--- src/rtl/bf_loop_ctrl_if.sv ---
// Handshake bundle between the fetch/decode stages and the loop controller.
// The fetch/decode side is the master; bf_loop_ctrl is the slave.
interface bf_loop_ctrl_if #(
    parameter int A_WIDTH = 12,
    parameter int D_WIDTH = 8
);
    logic               step_pc;
    logic [A_WIDTH-1:0] pc;
    logic               op_valid;
    logic [D_WIDTH-1:0] op;
    logic [A_WIDTH-1:0] op_pc;
    logic               dzero;
    logic               flush;
    logic               op_kill;
    logic               halt;

    modport master (
        output step_pc,
        output op_valid,
        output op,
        output op_pc,
        output dzero,
        input  pc,
        input  flush,
        input  op_kill,
        input  halt
    );

    modport slave (
        input  step_pc,
        input  op_valid,
        input  op,
        input  op_pc,
        input  dzero,
        output pc,
        output flush,
        output op_kill,
        output halt
    );
endinterface

--- src/rtl/bf_loop_ctrl.sv ---
// Program-counter owner and [ / ] loop sequencer for the brainfuck pipeline.
// Backward jumps use a return stack of '[' addresses; loop skips use a
// depth-counting forward scan while the fetch stage keeps stepping.
module bf_loop_ctrl #(
    parameter int A_WIDTH = 12,
    parameter int D_WIDTH = 8,
    parameter int DEPTH   = 16
) (
    input  logic         clk,
    input  logic         reset,
    bf_loop_ctrl_if.slave bus
);
    localparam int SPW = $clog2(DEPTH) + 1;
    localparam int IW  = SPW - 1;

    localparam logic [SPW-1:0]     SP_FULL  = SPW'(DEPTH);
    localparam logic [SPW-1:0]     SP_ONE   = SPW'(1);
    localparam logic [A_WIDTH-1:0] A_ONE    = A_WIDTH'(1);
    localparam logic [D_WIDTH-1:0] OP_OPEN  = D_WIDTH'(8'h5B);
    localparam logic [D_WIDTH-1:0] OP_CLOSE = D_WIDTH'(8'h5D);

    typedef enum logic [1:0] {
        RUN   = 2'd0,
        SKIP  = 2'd1,
        FAULT = 2'd2
    } state_t;

    state_t             state_q, state_d;
    logic [A_WIDTH-1:0] pc_q;
    logic [A_WIDTH-1:0] stack_q [DEPTH];
    logic [SPW-1:0]     sp_q, sp_d;
    logic [A_WIDTH-1:0] depth_q, depth_d;

    logic               is_open;
    logic               is_close;
    logic               push;
    logic               redirect;
    logic               flush_c;
    logic               kill_c;
    logic [IW-1:0]      push_idx;
    logic [IW-1:0]      top_idx;
    logic [A_WIDTH-1:0] top_addr;
    logic [A_WIDTH-1:0] target;

    assign is_open  = bus.op_valid && (bus.op == OP_OPEN);
    assign is_close = bus.op_valid && (bus.op == OP_CLOSE);

    // sp < DEPTH whenever a push happens, so its low bits address the free slot
    assign push_idx = sp_q[IW-1:0];
    assign top_idx  = IW'(sp_q - SP_ONE);
    assign top_addr = stack_q[top_idx];
    // Loop back to the instruction after the matching '['; wraps at the top
    assign target   = top_addr + A_ONE;

    // Next-state, stack-pointer, skip-depth and control-output decode
    always_comb begin
        state_d  = state_q;
        sp_d     = sp_q;
        depth_d  = depth_q;
        push     = 1'b0;
        redirect = 1'b0;
        flush_c  = 1'b0;
        kill_c   = 1'b0;

        unique case (state_q)
            RUN: begin
                if (is_open) begin
                    if (bus.dzero) begin
                        state_d = SKIP;
                        depth_d = A_ONE;
                    end else if (sp_q == SP_FULL) begin
                        state_d = FAULT;
                    end else begin
                        push = 1'b1;
                        sp_d = sp_q + SP_ONE;
                    end
                end else if (is_close) begin
                    if (sp_q == '0) begin
                        state_d = FAULT;
                    end else if (!bus.dzero) begin
                        redirect = 1'b1;
                        flush_c  = 1'b1;
                    end else begin
                        sp_d = sp_q - SP_ONE;
                    end
                end
            end

            SKIP: begin
                kill_c = 1'b1;
                if (is_open) begin
                    depth_d = depth_q + A_ONE;
                end else if (is_close) begin
                    if (depth_q == A_ONE) begin
                        state_d = RUN;
                        depth_d = '0;
                    end else begin
                        depth_d = depth_q - A_ONE;
                    end
                end
            end

            FAULT: begin
                kill_c = 1'b1;
            end

            default: begin
                state_d = RUN;
            end
        endcase
    end

    // Control state, stack pointer and skip depth registers
    always_ff @(posedge clk) begin
        if (reset) begin
            state_q <= RUN;
            sp_q    <= '0;
            depth_q <= '0;
        end else begin
            state_q <= state_d;
            sp_q    <= sp_d;
            depth_q <= depth_d;
        end
    end

    // Program counter: redirect beats a same-cycle step; frozen once faulted
    always_ff @(posedge clk) begin
        if (reset) begin
            pc_q <= '0;
        end else if (redirect) begin
            pc_q <= target;
        end else if (bus.step_pc && (state_q != FAULT)) begin
            pc_q <= pc_q + A_ONE;
        end
    end

    // Return stack storage; emptiness is tracked by sp alone
    always_ff @(posedge clk) begin
        if (push) begin
            stack_q[push_idx] <= bus.op_pc;
        end
    end

    assign bus.pc      = pc_q;
    assign bus.flush   = flush_c && !reset;
    assign bus.op_kill = kill_c && !reset;
    assign bus.halt    = (state_q == FAULT);
endmodule

--- src/flat_wrapper.sv ---
// flat-port wrapper written by rule: the top's interface ports become plain ports
module bf_loop_ctrl_flat 
#(
    parameter int A_WIDTH = 12,
    parameter int D_WIDTH = 8,
    parameter int DEPTH   = 16
)
  (clk, reset, bus_step_pc, bus_op_valid, bus_op, bus_op_pc, bus_dzero, bus_pc, bus_flush, bus_op_kill, bus_halt);
  bf_loop_ctrl_if #(.A_WIDTH(A_WIDTH), .D_WIDTH(D_WIDTH)) bus_i ();
  input  logic clk;
  input  logic reset;
  input wire logic [$bits(bus_i.step_pc)-1:0] bus_step_pc;
  input wire logic [$bits(bus_i.op_valid)-1:0] bus_op_valid;
  input wire logic [$bits(bus_i.op)-1:0] bus_op;
  input wire logic [$bits(bus_i.op_pc)-1:0] bus_op_pc;
  input wire logic [$bits(bus_i.dzero)-1:0] bus_dzero;
  output wire logic [$bits(bus_i.pc)-1:0] bus_pc;
  output wire logic [$bits(bus_i.flush)-1:0] bus_flush;
  output wire logic [$bits(bus_i.op_kill)-1:0] bus_op_kill;
  output wire logic [$bits(bus_i.halt)-1:0] bus_halt;
  assign bus_i.step_pc = bus_step_pc;
  assign bus_i.op_valid = bus_op_valid;
  assign bus_i.op = bus_op;
  assign bus_i.op_pc = bus_op_pc;
  assign bus_i.dzero = bus_dzero;
  assign bus_pc = bus_i.pc;
  assign bus_flush = bus_i.flush;
  assign bus_op_kill = bus_i.op_kill;
  assign bus_halt = bus_i.halt;
  bf_loop_ctrl #(.A_WIDTH(A_WIDTH), .D_WIDTH(D_WIDTH), .DEPTH(DEPTH)) u_core (.clk(clk), .reset(reset), .bus(bus_i));
endmodule
--- config.mk ---
export PLATFORM = sky130hd
export DESIGN_NAME = bf_loop_ctrl_flat
export DESIGN_NICKNAME = d
export VERILOG_FILES = /design/src/rtl/bf_loop_ctrl_if.sv /design/src/rtl/bf_loop_ctrl.sv /design/src/flat_wrapper.sv
export SDC_FILE = /design/constraint.sdc
export NUM_CORES = 1
export LEC_CHECK = 0
export CORE_MARGIN = 2
export CORE_UTILIZATION = 60
export DETAILED_ROUTE_END_ITERATION = 16
export PLACE_DENSITY = 0.77
export SLEW_MARGIN = 20
export SYNTH_ARGS = -nofsm -noshare
export SYNTH_HDL_FRONTEND = slang
export SYNTH_SLANG_ARGS = --single-unit
--- constraint.sdc ---
create_clock -name clk -period 3.9 [get_ports clk]
set_input_delay 0.78 -clock clk [delete_from_list [all_inputs] [get_ports clk]]
set_output_delay 0.78 -clock clk [all_outputs]
set_load 0.005 [all_outputs]
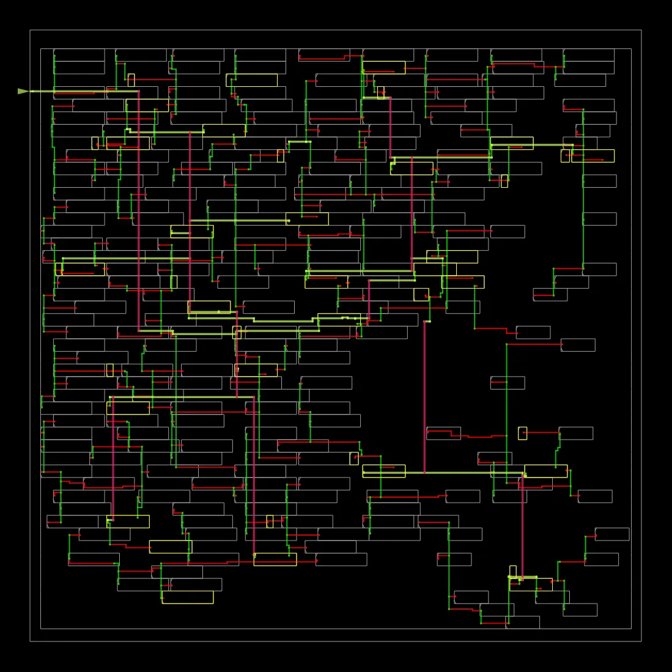
Run 1: clock routing
Sink Count: 223
clk_skew: 13.7 ps
# clk buffers: 28
registers: 223

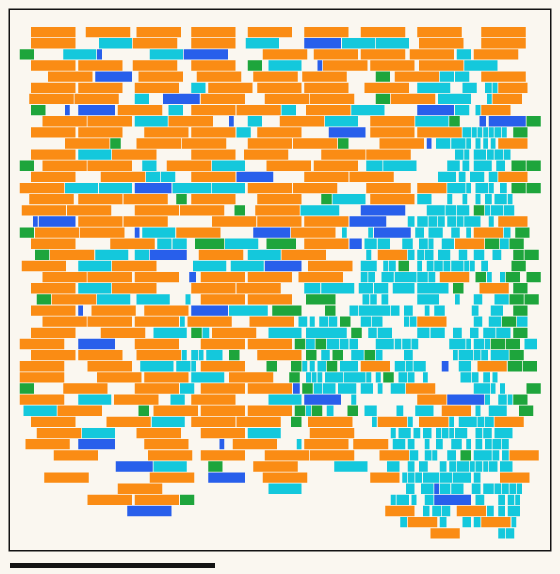
Run 1: cell classes on the final placement
The bar under the picture is 50 microns long.
legend:
  clock drivers and dummy loads:
    color: blue
    cells: 41
    share_of_their_area: 6.6%
  all other logic:
    color: cyan
    cells: 363
    share_of_their_area: 29%
  flip-flops:
    color: orange
    cells: 223
    share_of_their_area: 58%
  other buffers and delay cells:
    color: green
    cells: 76
    share_of_their_area: 6.5%
sequential cell area share: 0.564
Post-Layout Inst Area: 11300 sq um
Core Area: 15900 sq um
post-layout util: 0.711
row count: 46

==> results.txt, run 1 <==
yosys + openroad results -> Initial DRC Count 552, DR top layer met4, TritonCTS clock tree yes, GRT Max-Usage Layer met2, syn avg cell area 16.0 sq um, PortBufs 39, layout cells sized above 1 0.199, n_diodes 0, Synth Warn # 0, via count 5839, ys async rst share 0, CP peak stage delay 520 ps, Final WS setup 467 ps, Post-DP HPWL 14100 microns, Cell Type Count 68, clk buf depth 3, Max Clk Rate 291 MHz, Post-synth EDFFs 192, OpenROAD warning count 34, Worst Path Required 3120 ps, Internal 4230 uW, clk pwr 2150 uW, Worst Tran Pin Value 1060 ps, Yosys chip area 9810 sq um, ys flop type edfxtp_1, hold_ws 476 ps, metal3 WL 1500 microns, buffer and inverter count on the worst path 2, Post-Layout Cell Count 919, pwr/cell area 490 nW/um^2, P_seq 2620 uW, delay-heaviest family, CP buffers and inverters, switching share of total power 0.239, cts hold-fix bufs 0, crit-path cells clkdlybuf4s50_1, nor3b_1, and4b_1, nand3_1, nor2_1, clkdlybuf4s50_1, hold_sp u_core.state_q[1], CP max stage cell clkdlybuf4s50_1, largest net degree at the start of global routing 30, aggregate global-route resource usage 0.260, Final Setup Violations 0, first-pass GRT wire length 34200 microns, cycle use final 0.880, Post-Synthesis Cell Area 9810 sq um, pre-CTS setup slack 128 ps, Top cell by count, worst path clkdlybuf4s50_1, iteration tally of the first detailed-router pass 4, Seq share, synth 0.651, Reg clk slew, reported paths 60 ps, Area Growth Syn to Fin 15.6%, Placed Cells 878, CP max FO 4, Reg2Reg Launch Point u_core.sp_q[0], met2 wire length 10700 microns, Slew headroom 0.291, crit end category output port, Die ar. 17400 sq um, fill cell count 1007, outcome finished clean, Worst Hold Class reg2reg, Comb pwr share 0.143, startpoint type of the worst setup path primary input, FP Util 0.616, Post-synth regs 223, global routing usage on met1 0.358, DRT met1 WL 9120 microns, worst path arrival time 2650 ps, comb pwr 798 uW
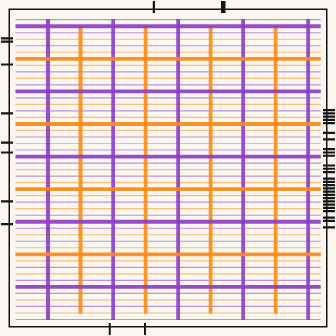
Run 1: floorplan with the power grid
Pins as bars on the die edge.
legend:
  VDD:
    color: orange
  VSS:
    color: purple
rows: 46
met4 straps: 9
met1 rails: 47
signal pins: 40
met5 straps: 9
worst vdd ir: 398 uV
DIE WIDTH: 132 microns

==> run 1: placed cells by master (no fill, tap or decap), types with 10 or more instances in the layout <==
master,instances
edfxtp_1,192
mux4_2,45
clkdlybuf4s50_1,39
nand2_1,36
buf_4,33
nor2_1,31
a21oi_1,30
dfxtp_1,30
mux2i_1,24
clkbuf_16,23
nand3_1,19
xnor2_1,15
inv_1,12
ha_1,11
nand4_1,10
nor3_1,10
==> run 1: sequential cells by signal (all words and copies together), names as in the netlist <==
name            count
u_core.depth_q     12
u_core.bus.pc      12
u_core.state_q      2
u_core.sp_q         5
u_core.stack_q    192
==> run 1: final timing paths <==
kind	to	depth (start not counted)	slack (ps)
max	bus_flush	6	470
min	u_core.state_q[1]	2	480
max reg2reg	u_core.bus.pc[11]	11	590
min reg2reg	u_core.state_q[1]	2	480
==> run 1: cell usage after synthesis, drive strengths merged, types with 12 or more instances <==
master  number  share of area
edfxtp     192           0.59
mux4        48           0.11
nand2       37          0.014
nor2        32          0.013
dfxtp       31          0.063
a21oi       30          0.015
mux2i       24          0.024
nand3       19         0.0097
buf         18          0.015
xnor2       15          0.013
ha          12          0.015
inv         12         0.0046
==> run 1: cell type report <==
type / instances / area (sq um) / share of cell area
flip-flops and latches: 223 / 6390 / 0.564
multi-input cells: 351 / 3180 / 0.281
repair buffers: 76 / 718 / 0.0633
clock buffers: 28 / 594 / 0.0524
well taps: 216 / 270 / 0.0238
clock inverters: 13 / 138 / 0.0121
inverters: 12 / 45.0 / 0.00397
==> run 1: cells by family (layout without fill, tap and decap cells) <==
family,after synthesis,count (layout),share of synthesized area
compound gates,74,74,0.0518
xor+xnor,19,19,0.0189
fa+ha+maj,12,12,0.0153
buf+inv,40,129,0.0250
flops,223,223,0.651
mux,77,77,0.142
simple gates,169,169,0.0968
==> run 2, diff against run 1 <==
- CTS_CLUSTER_DIAMETER: default -> 40
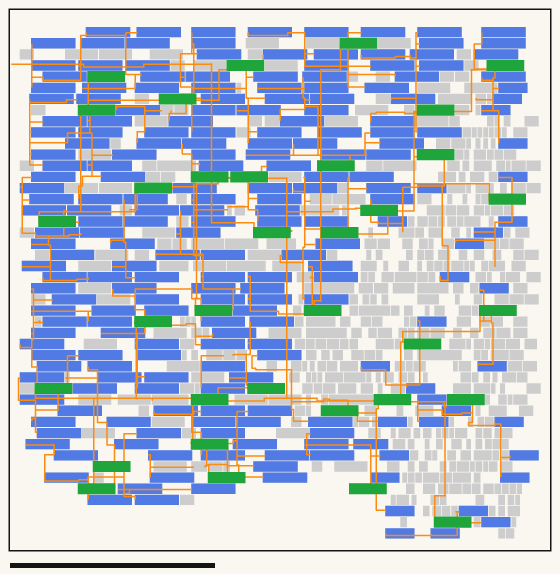
Run 2: clock network drawn from the DEF
The bar under the picture is 50 microns long.
legend:
  clock wires:
    color: orange
    length: 2630 microns
  flip-flops:
    color: blue
    count: 223
  cells driving clock nets:
    color: green
    count: 34
routed clock nets: 35
flops lie: widely spread
clk_skew: 29.0 ps
clk pwr: 2890 uW
clk latency late pin: 500 ps

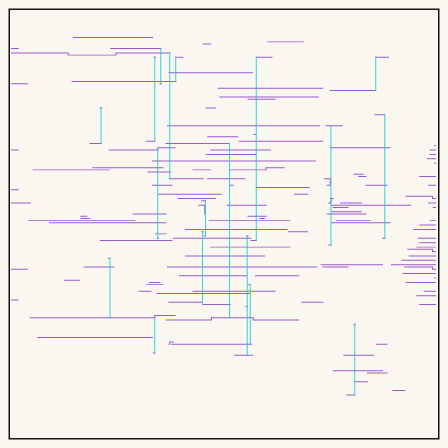
Run 2: wiring by layer
Two of the layers only.
legend:
  met4:
    color: cyan
    wire_length: 456 microns
  met3:
    color: purple
    wire_length: 1600 microns
routed len/inst: 23.8 microns
aggregate global-route resource usage: 0.263
via count: 5915
WL final: 22300 microns

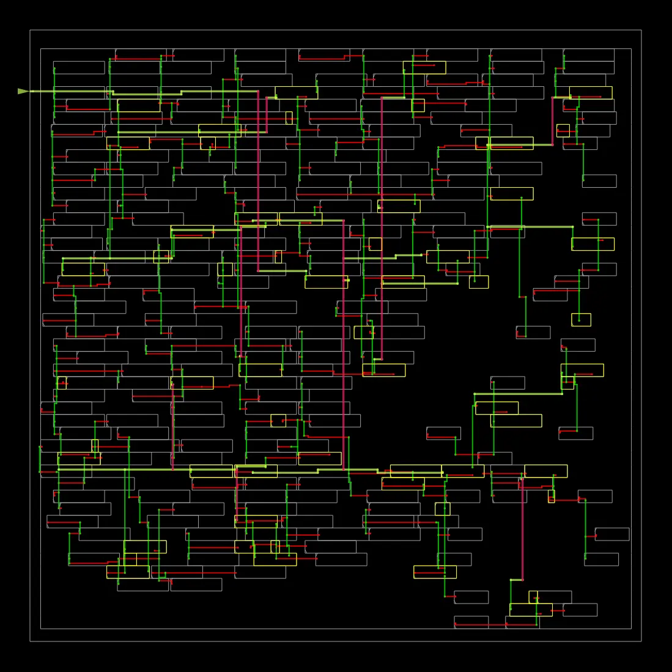
Run 2: clock routing
# clk buffers: 37
CTS Buf Count: 34

==> run 2 against run 1 <==
Against the previous run:
- combinational power about the same
- die area unchanged
- register-to-register slack improved by 50 ps
- design area increased by 3.2%
- synthesized area unchanged
==> results.txt, run 2 <==
yosys + openroad results -> Synth top cell by count edfxtp_1, Post-synth EDFFs 192 (unchanged), first-pass GRT wire length 34500 microns (+1.1%), cts hold-fix bufs 0 (unchanged), pre-CTS setup slack 128 ps (unchanged), Seq share, synth 0.651 (unchanged), n_diodes 0 (unchanged), DRT met1 WL 9010 microns (-1.2%), clk buf depth 3 (unchanged), Largest cells by area edfxtp_1, mux4_2, dfxtp_1, fin. max-slew vios 0, TritonCTS clock tree yes, fill cell count 950 (-5.7%), Syn Inst Count 614, Final Setup Violations 0 (unchanged), cell type with the largest total area after synthesis edfxtp_1, Commonest cells post-synth edfxtp_1, mux4_2, nand2_1, dfxtp_1, nor2_1, OpenROAD warning count 34 (unchanged), # Post-CTS Setup Buffers 0, Synth Warn # 0 (unchanged), Worst Tran Pin Value 1030 ps (-30.9 ps), max reg flops 192 (unchanged), Final WS setup 349 ps (-118 ps), ys flop type edfxtp_1, Die Height 132 microns, metal3 WL 1600 microns (+6.8%), Fin Setup TNS 0 ps, Yosys chip area 9810 sq um (unchanged), CP max FO 4 (unchanged), Post-synth regs 223 (unchanged), Post-DP HPWL 14100 microns (unchanged), Die ar. 17400 sq um (unchanged), row count 46 (unchanged), Max Clk Rate 282 MHz (-3.3%), AND/OR/NAND/NOR Cells, Area Fraction 0.0968 (unchanged), outcome finished clean, ys async rst share 0 (unchanged), max cap viols 0, largest net degree at the start of global routing 30 (unchanged), Core Area 15900 sq um (unchanged), syn avg cell area 16.0 sq um (unchanged), Reg clk slew, reported paths 40 ps (-20 ps), pwr/cell area 539 nW/um^2 (+9.8%), number of cells in Yosys stat 614, met2 wire length 11200 microns (+4.8%), iteration tally of the first detailed-router pass 5 (+1), Worst Path Required 3120 ps (about the same), worst vdd ir 455 uV (+14%), Post-Synthesis Cell Area 9810 sq um (unchanged), most common logic cells in the final layout edfxtp_1, mux4_2, clkdlybuf4s50_1, cycle use final 0.911 (+0.0303), Top cell excl fill/tap edfxtp_1, Sink Count 223 (unchanged), RSZ-0062 raised after global routing false, Compound Share, Synth 0.0518 (unchanged), Initial DRC Count 548 (-0.72%), leakage power total 0.00395 uW, PortBufs 39 (unchanged), Area leader share 0.588 (unchanged), FP Util 0.616 (unchanged), Area Growth Syn to Fin 19.3%, Worst Hold Class reg2reg, Routed Antenna Nets 0, Biggest register u_core.stack_q, layout cells sized above 1 0.227 (+0.0283), xor/xnor share 0.0189 (unchanged), post-layout util 0.734 (+0.0231), DIE WIDTH 132 microns (unchanged), Slew headroom 0.312 (+0.0207), post-synthesis adder-cell area fraction 0.0153 (unchanged), startpoint type of the worst setup path primary input, Top non-seq family multiplexers, crit end category output port, syn nets 651, worst path arrival time 2770 ps (+120 ps), DR top layer met4, Cell Type Count 68 (unchanged), Mux area share 0.142 (unchanged)
-- run 2: worst max-delay path, cell delays in order --
cell and delay [ps]:
clkdlybuf4s50_1 460, nor3b_1 440, and4b_1 350, nand3_1 120
nor2_1 100, clkdlybuf4s50_1 510
-- run 2: area by class of cell --
class | instances | area [sq um] | share of cell area
clock buffer | 37 | 883 | 0.0755
clock inverter | 22 | 216 | 0.0185
inverter | 12 | 45.0 | 0.00385
multi-input combinational | 351 | 3180 | 0.272
sequential | 223 | 6390 | 0.546
tap | 216 | 270 | 0.0231
timing repair buffer | 76 | 718 | 0.0613
-- run 2: path summary, 6_finish.rpt --
| path | startpoint | to | slack, ps | depth (start not counted) |
|---|---|---|---|---|
| worst max register to register | u_core.sp_q[0] | u_core.bus.pc[6] | 640 | 15 |
| worst min register to register | u_core.state_q[1] | u_core.state_q[1] | 470 | 2 |
| worst max-delay path | bus_op[4] | bus_flush | 350 | 6 |
| worst min-delay path | u_core.state_q[1] | u_core.state_q[1] | 470 | 2 |
-- run 2: per-stage QoR --
stage | total power (uW) | cells | cell area [sq um] | hold slack [ps]
after detailed placement | 3460 | 878 | 10600 | 471
after global placement | 3440 | 878 | 10600 | 457
after global routing | 6510 | 937 | 11700 | 507
after CTS | 6350 | 937 | 11700 | 475
final | 6310 | 937 | 11700 | 473
after floorplan | 3210 | 614 | 9810 | 449
-- run 2: routing by layer --
layer / track usage / vias up
met2: 0.440 / 252
met3: 0.0454 / 41
li1: - / 2613
met1: 0.362 / 3009
met4: 0.0725 / 0
met5: 0 / -
-- run 2: report_power, final --
| part | switching, uW | internal (uW) |
|---|---|---|
| sequential | 19.6 | 2600 |
| clock | 1090 | 1800 |
| combinational | 444 | 354 |
| total | 1550 | 4750 |
==> run 3, diff against run 2 <==
- GPL_ROUTABILITY_DRIVEN: default -> 1
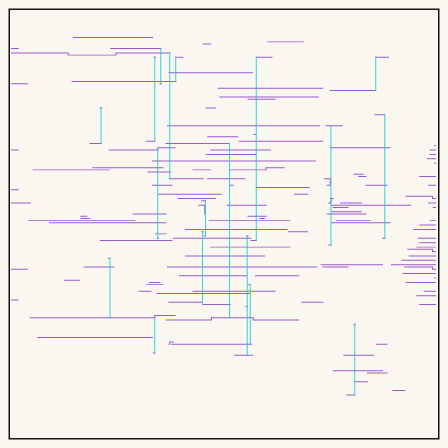
Run 3: wiring by layer
Two of the layers only.
legend:
  met4:
    color: cyan
    wire_length: 456 microns
  met3:
    color: purple
    wire_length: 1600 microns

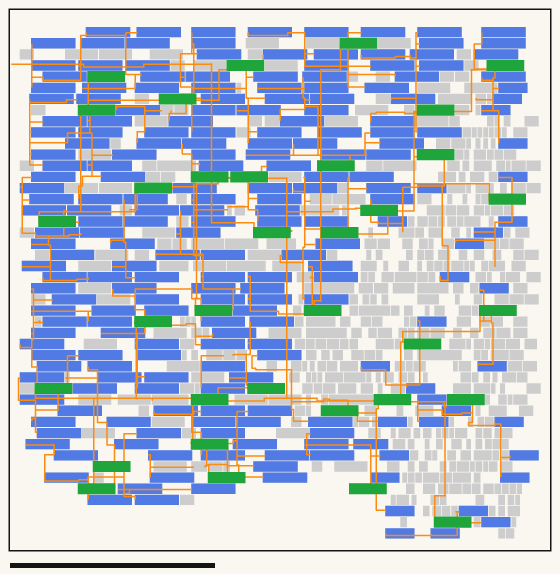
Run 3: clock network drawn from the DEF
The bar under the picture is 50 microns long.
legend:
  clock wires:
    color: orange
    length: 2630 microns
  cells driving clock nets:
    color: green
    count: 34
  flip-flops:
    color: blue
    count: 223
flops lie: widely spread
Clock power frac: 0.458

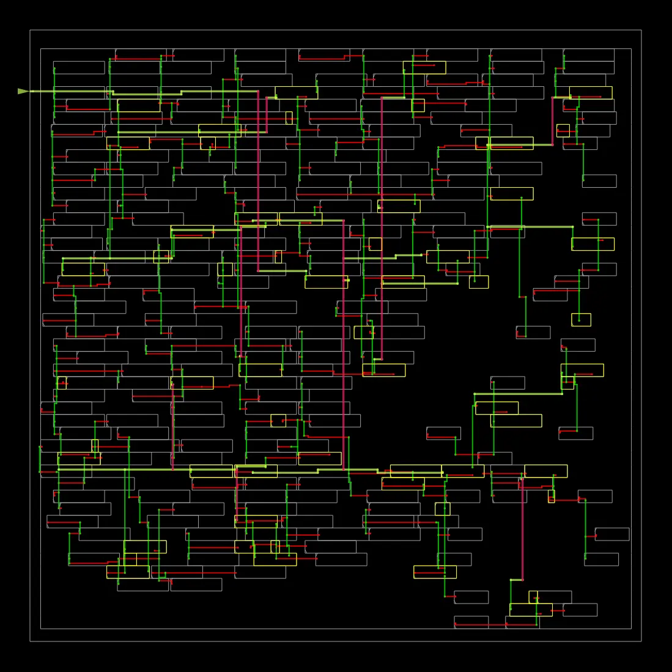
Run 3: clock routing

==> run 3 against run 2 <==
Against the previous run:
- first-iteration DRC count unchanged
- combinational power about the same
- wire length did not move
- highest routed layer unchanged
- largest cell class unchanged
- utilization stayed put
- hold slack is the same
- largest power group unchanged
==> results.txt, run 3 <==
yosys + openroad results -> outcome finished clean, fin. max-slew vios 0 (unchanged), row count 46 (unchanged), most common logic cells in the final layout edfxtp_1, mux4_2, clkdlybuf4s50_1, Die ar. 17400 sq um (unchanged), Post-DP HPWL 14100 microns (unchanged), max reg flops 192 (unchanged), ys flop type edfxtp_1, number of cells in Yosys stat 614 (unchanged), Final Setup Violations 0 (unchanged), startpoint type of the worst setup path primary input, pre-CTS setup slack 128 ps (unchanged), Post-synth EDFFs 192 (unchanged), first-pass GRT wire length 34500 microns (unchanged), global routing usage on met1 0.362 (unchanged), aggregate global-route resource usage 0.263 (unchanged), Post-Synthesis Cell Area 9810 sq um (unchanged), Reg clk slew, reported paths 40 ps (about the same), # Post-CTS Setup Buffers 0 (unchanged), Worst Tran Pin Value 1030 ps (unchanged), Die Height 132 microns (unchanged), RSZ-0062 raised after global routing false, Top cell by count, worst path clkdlybuf4s50_1, Core Area 15900 sq um (unchanged), comb. cell area 3180 sq um (unchanged), worst vdd ir 455 uV (unchanged), Syn Inst Count 614 (unchanged), clk buf depth 3 (unchanged), clk_skew 29.0 ps (unchanged), PortBufs 39 (unchanged), WL final 22300 microns (unchanged), Yosys chip area 9810 sq um (unchanged), routed len/inst 23.8 microns (unchanged), ys async rst share 0 (unchanged), CP peak stage delay 510 ps (about the same), Cell Type Count 68 (unchanged), OpenROAD warning count 34 (unchanged), pwr/cell area 539 nW/um^2 (unchanged), Slew headroom 0.312 (unchanged), via count 5915 (unchanged), Seq share, synth 0.651 (unchanged), TritonCTS clock tree yes, Post-synth regs 223 (unchanged), iteration tally of the first detailed-router pass 5 (unchanged), CTS Buf Count 34 (unchanged), FP Util 0.616 (unchanged), Commonest cells post-synth edfxtp_1, mux4_2, nand2_1, dfxtp_1, nor2_1, met2 wire length 11200 microns (unchanged), register area 6390 sq um (unchanged), largest net degree at the start of global routing 30 (unchanged), max cap viols 0 (unchanged), Routed Antenna Nets 0 (unchanged), Biggest register u_core.stack_q, met3 GRT Util 0.0454 (unchanged), Worst Path Required 3120 ps (about the same), syn avg cell area 16.0 sq um (unchanged), Initial DRC Count 548 (unchanged), Final WS setup 349 ps (unchanged), layout cells sized above 1 0.227 (unchanged), GRT Max-Usage Layer met2, Largest cells by area edfxtp_1, mux4_2, dfxtp_1, Worst R2R Setup Slack 640 ps (about the same), Sink Count 223 (unchanged), crit-path cells clkdlybuf4s50_1, nor3b_1, and4b_1, nand3_1, nor2_1, clkdlybuf4s50_1, met2 usage 0.440 (unchanged), leakage power total 0.00395 uW (unchanged), CP max stage cell clkdlybuf4s50_1, Area leader share 0.588 (unchanged), n_diodes 0 (unchanged), Worst Hold Class reg2reg, fill cell count 950 (unchanged)
## run 3: cell counts after synthesis
Identical to the previous run, type by type.
## run 3: logic make-up (layout without fill, tap and decap cells)
group                      after synthesis  count (layout)  synth area share
xor gates and xnor gates                19              19            0.0189
adders and majority gates               12              12            0.0153
AOI/OAI and AO/OA                       74              74            0.0518
and+or+nand+nor                        169             169            0.0968
muxes                                   77              77             0.142
buffers and inverters                   40             147            0.0250
DFF                                    223             223             0.651
## run 3: worst paths after layout
check / endpoint / startpoint / cells past startpoint
setup / recovery: bus_flush / bus_op[4] / 6
hold / removal: u_core.state_q[1] / u_core.state_q[1] / 2
setup reg to reg: u_core.bus.pc[6] / u_core.sp_q[0] / 15
hold reg to reg: u_core.state_q[1] / u_core.state_q[1] / 2
## run 3: worst max-delay path: cells and delay by family
kind | cells | cell delay, ps
buffers and inverters | 2 | 970
AND/OR/NAND/NOR | 4 | 1010
## run 3: through the flow
stage / power [uW] / instance area, sq um / utilization / hold WS (ps) / cells
floorplan: 3210 / 9810 / - / 449 / 614
global placement: 3440 / 10600 / 0.665 / 457 / 878
detailed placement: 3460 / 10600 / 0.665 / 471 / 878
CTS: 6350 / 11700 / 0.734 / 475 / 937
global route: 6510 / 11700 / 0.734 / 507 / 937
finish: 6310 / 11700 / 0.734 / 473 / 937
## run 3: area by class of cell
cell class,instances,share of cell area
flip-flops and latches,223,0.546
multi-input cells,351,0.272
clock buffers,37,0.0755
repair buffers,76,0.0613
well taps,216,0.0231
clock inverters,22,0.0185
inverters,12,0.00385
## run 3: report_power, final
part | internal, uW | total [uW] | switching, uW
clock network | 1800 | 2890 | 1090
registers | 2600 | 2620 | 19.6
logic | 354 | 797 | 444
total | 4750 | 6310 | 1550
Power and IR drop assume default switching activity.
